**config.mk**
```make
export PLATFORM = sky130hd
export DESIGN_NAME = load_store_unit
export DESIGN_NICKNAME = d
export VERILOG_FILES = /design/src/rtl/load_store_unit.sv
export SDC_FILE = /design/constraint.sdc
export NUM_CORES = 1
export LEC_CHECK = 0
export CAP_MARGIN = 0
export CELL_PAD_IN_SITES_DETAIL_PLACEMENT = 1
export CELL_PAD_IN_SITES_GLOBAL_PLACEMENT = 1
export CORE_UTILIZATION = 32
export DETAILED_ROUTE_END_ITERATION = 10
export HOLD_SLACK_MARGIN = 0.06
export PLACE_DENSITY_LB_ADDON = 0.1
export SLEW_MARGIN = 20
export SYNTH_ARGS = -nofsm -noshare
export SYNTH_HDL_FRONTEND = slang
export SYNTH_SLANG_ARGS = --single-unit
```
**constraint.sdc**
```tcl
create_clock -name clk -period 2.3 [get_ports clk]
set_clock_uncertainty 0.05 [all_clocks]
set_input_delay 0.575 -clock clk [delete_from_list [all_inputs] [get_ports clk]]
set_output_delay 0.575 -clock clk [all_outputs]
set_load 0.02 [all_outputs]
```
**src/rtl/load_store_unit.sv**
```systemverilog
// Load/store unit: takes one memory op from the pipeline, runs a req/ack
// handshake with data memory, returns load data as a one-cycle writeback
// pulse, and aborts with a one-cycle err pulse if memory never acknowledges.
//
// Ports:
//   clk, rst_n            clock (rising edge), synchronous active-low reset
//   op_valid/op_store     pipeline op request, 1 = store / 0 = load
//   op_addr/op_wdata      address and store data from the register file
//   op_dest               load destination register index
//   stall                 unit busy, pipeline holds its op
//   mem_req/mem_we        memory request and write enable
//   mem_addr/mem_wdata    memory address and write data
//   mem_ack/mem_rdata     memory completion pulse and read data
//   wb_write/wb_reg/wb_data  register-file writeback (one-cycle strobe)
//   err                   timeout abort pulse
module load_store_unit #(
  parameter int unsigned DATA_W  = 16,
  parameter int unsigned ADDR_W  = 16,
  parameter int unsigned REG_W   = 4,
  parameter int unsigned TIMEOUT = 255
) (
  input  logic              clk,
  input  logic              rst_n,
  input  logic              op_valid,
  input  logic              op_store,
  input  logic [ADDR_W-1:0] op_addr,
  input  logic [DATA_W-1:0] op_wdata,
  input  logic [REG_W-1:0]  op_dest,
  output logic              stall,
  output logic              mem_req,
  output logic              mem_we,
  output logic [ADDR_W-1:0] mem_addr,
  output logic [DATA_W-1:0] mem_wdata,
  input  logic              mem_ack,
  input  logic [DATA_W-1:0] mem_rdata,
  output logic              wb_write,
  output logic [REG_W-1:0]  wb_reg,
  output logic [DATA_W-1:0] wb_data,
  output logic              err
);

  // The counter holds the number of completed REQ cycles without ack, so the
  // abort fires at the end of the TIMEOUT-th REQ cycle.
  localparam logic [15:0] CntLast = 16'(TIMEOUT - 1);

  typedef enum logic [0:0] {StIdle, StReq} state_e;

  state_e            state_q, state_d;
  logic [15:0]       cnt_q, cnt_d;
  logic              stall_q, stall_d;
  logic              mem_req_q, mem_req_d;
  logic              mem_we_q, mem_we_d;
  logic [ADDR_W-1:0] mem_addr_q, mem_addr_d;
  logic [DATA_W-1:0] mem_wdata_q, mem_wdata_d;
  logic [REG_W-1:0]  dest_q, dest_d;
  logic              wb_write_q, wb_write_d;
  logic [REG_W-1:0]  wb_reg_q, wb_reg_d;
  logic [DATA_W-1:0] wb_data_q, wb_data_d;
  logic              err_q, err_d;

  always_comb begin
    state_d     = state_q;
    cnt_d       = cnt_q;
    stall_d     = stall_q;
    mem_req_d   = mem_req_q;
    mem_we_d    = mem_we_q;
    mem_addr_d  = mem_addr_q;
    mem_wdata_d = mem_wdata_q;
    dest_d      = dest_q;
    wb_write_d  = 1'b0;
    wb_reg_d    = wb_reg_q;
    wb_data_d   = wb_data_q;
    err_d       = 1'b0;

    unique case (state_q)
      StIdle: begin
        // mem_ack is deliberately ignored here
        if (op_valid) begin
          mem_we_d    = op_store;
          mem_addr_d  = op_addr;
          mem_wdata_d = op_wdata;
          dest_d      = op_dest;
          mem_req_d   = 1'b1;
          stall_d     = 1'b1;
          cnt_d       = '0;
          state_d     = StReq;
        end
      end
      StReq: begin
        // Ack takes priority over a coincident timeout.
        if (mem_ack) begin
          mem_req_d = 1'b0;
          stall_d   = 1'b0;
          state_d   = StIdle;
          if (!mem_we_q) begin
            wb_write_d = 1'b1;
            wb_reg_d   = dest_q;
            wb_data_d  = mem_rdata;
          end
        end else if (cnt_q == CntLast) begin
          mem_req_d = 1'b0;
          stall_d   = 1'b0;
          err_d     = 1'b1;
          state_d   = StIdle;
        end else begin
          cnt_d = cnt_q + 16'd1;
        end
      end
      default: state_d = StIdle;
    endcase
  end

  always_ff @(posedge clk) begin
    if (!rst_n) begin
      state_q     <= StIdle;
      cnt_q       <= '0;
      stall_q     <= 1'b0;
      mem_req_q   <= 1'b0;
      mem_we_q    <= 1'b0;
      mem_addr_q  <= '0;
      mem_wdata_q <= '0;
      dest_q      <= '0;
      wb_write_q  <= 1'b0;
      wb_reg_q    <= '0;
      wb_data_q   <= '0;
      err_q       <= 1'b0;
    end else begin
      state_q     <= state_d;
      cnt_q       <= cnt_d;
      stall_q     <= stall_d;
      mem_req_q   <= mem_req_d;
      mem_we_q    <= mem_we_d;
      mem_addr_q  <= mem_addr_d;
      mem_wdata_q <= mem_wdata_d;
      dest_q      <= dest_d;
      wb_write_q  <= wb_write_d;
      wb_reg_q    <= wb_reg_d;
      wb_data_q   <= wb_data_d;
      err_q       <= err_d;
    end
  end

  assign stall     = stall_q;
  assign mem_req   = mem_req_q;
  assign mem_we    = mem_we_q;
  assign mem_addr  = mem_addr_q;
  assign mem_wdata = mem_wdata_q;
  assign wb_write  = wb_write_q;
  assign wb_reg    = wb_reg_q;
  assign wb_data   = wb_data_q;
  assign err       = err_q;

endmodule

```
Routing congestion map:
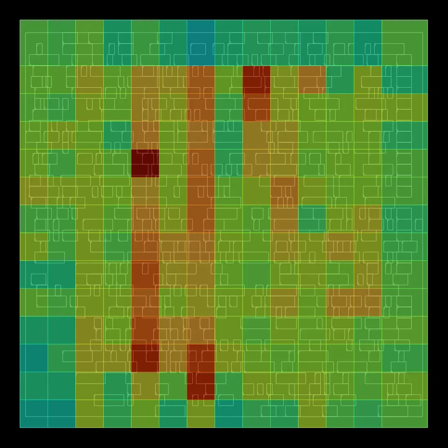
Final Core Density: 49.2%
routed length per instance: 14.5 um
met2 usage: 27.6%
global routing usage on met3: 4.30%

==> out/metrics.yaml <==
run_status: "finished clean"
clock-sinks: 77
slowest_stage: "clkdlybuf4s50_1"
die_h_um: 101
fin_crit_sh_pct: 90.9
drt_iter0_drc: 72
gp_congestion: 0.830
placed_cell_area_mm2: 0.00439
r2r_cells: 7
slew_violations: 0
core_mm2: 0.00937
rsz0062_at_grt: "false"
yosysSeqAreaShare_pct: 49.1
synthCells: 374
hold_class: "reg2reg"
firstDrtPassIters: 4
synthArstFlopShare_pct: 0
die-area_mm2: 0.0102
ys_top_cells_by_count: "nand2_1, dfxtp_1, a21boi_0, clkbuf_1, nor2_1"
area_leaders: "dfxtp_1, nand2_1, a21boi_0"
Logic cells by family:
Drawn at 4 px/um.
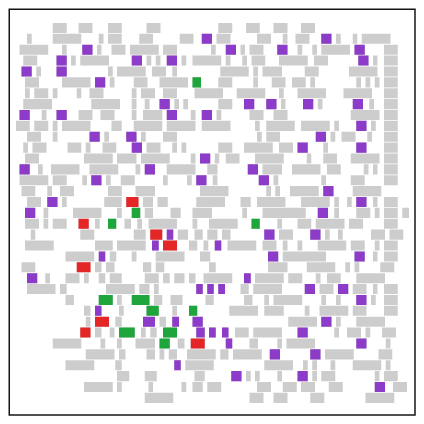
| color | family | cells |
|---|---|---|
| green | AND and OR gates | 11 |
| purple | inverting AOI/OAI gates | 74 |
| red | AND-OR and OR-AND gates | 8 |
fin cells: 616
Top cell excl fill/tap: nand2_1
Comb/total area: 31.7%

==> cell type report <==
cell class,instances,area (um2)
flip-flops and latches,77,1540
clock inverters,5,83.8
well taps,129,161
inverters,6,22.5
clock buffers,11,131
fillers,1145,4760
repair buffers,122,1210
multi-input cells,266,1460
==> cell families (layout without fill, tap and decap cells) <==
| logic type | after synthesis | after routing | synth area share, % |
|---|---|---|---|
| mux | 2 | 2 | 0.638 |
| buf+inv | 31 | 144 | 4.42 |
| fa+ha+maj | 2 | 2 | 0.797 |
| xor+xnor | 3 | 3 | 0.837 |
| compound gates | 82 | 82 | 18.9 |
| flops | 77 | 77 | 49.1 |
| simple gates | 177 | 177 | 25.3 |
==> power by group <==
group	internal [mW]	switching, mW
clock network	0.616	0.521
registers	1.39	0.0298
logic	0.221	0.203
Power and IR drop assume default switching activity.
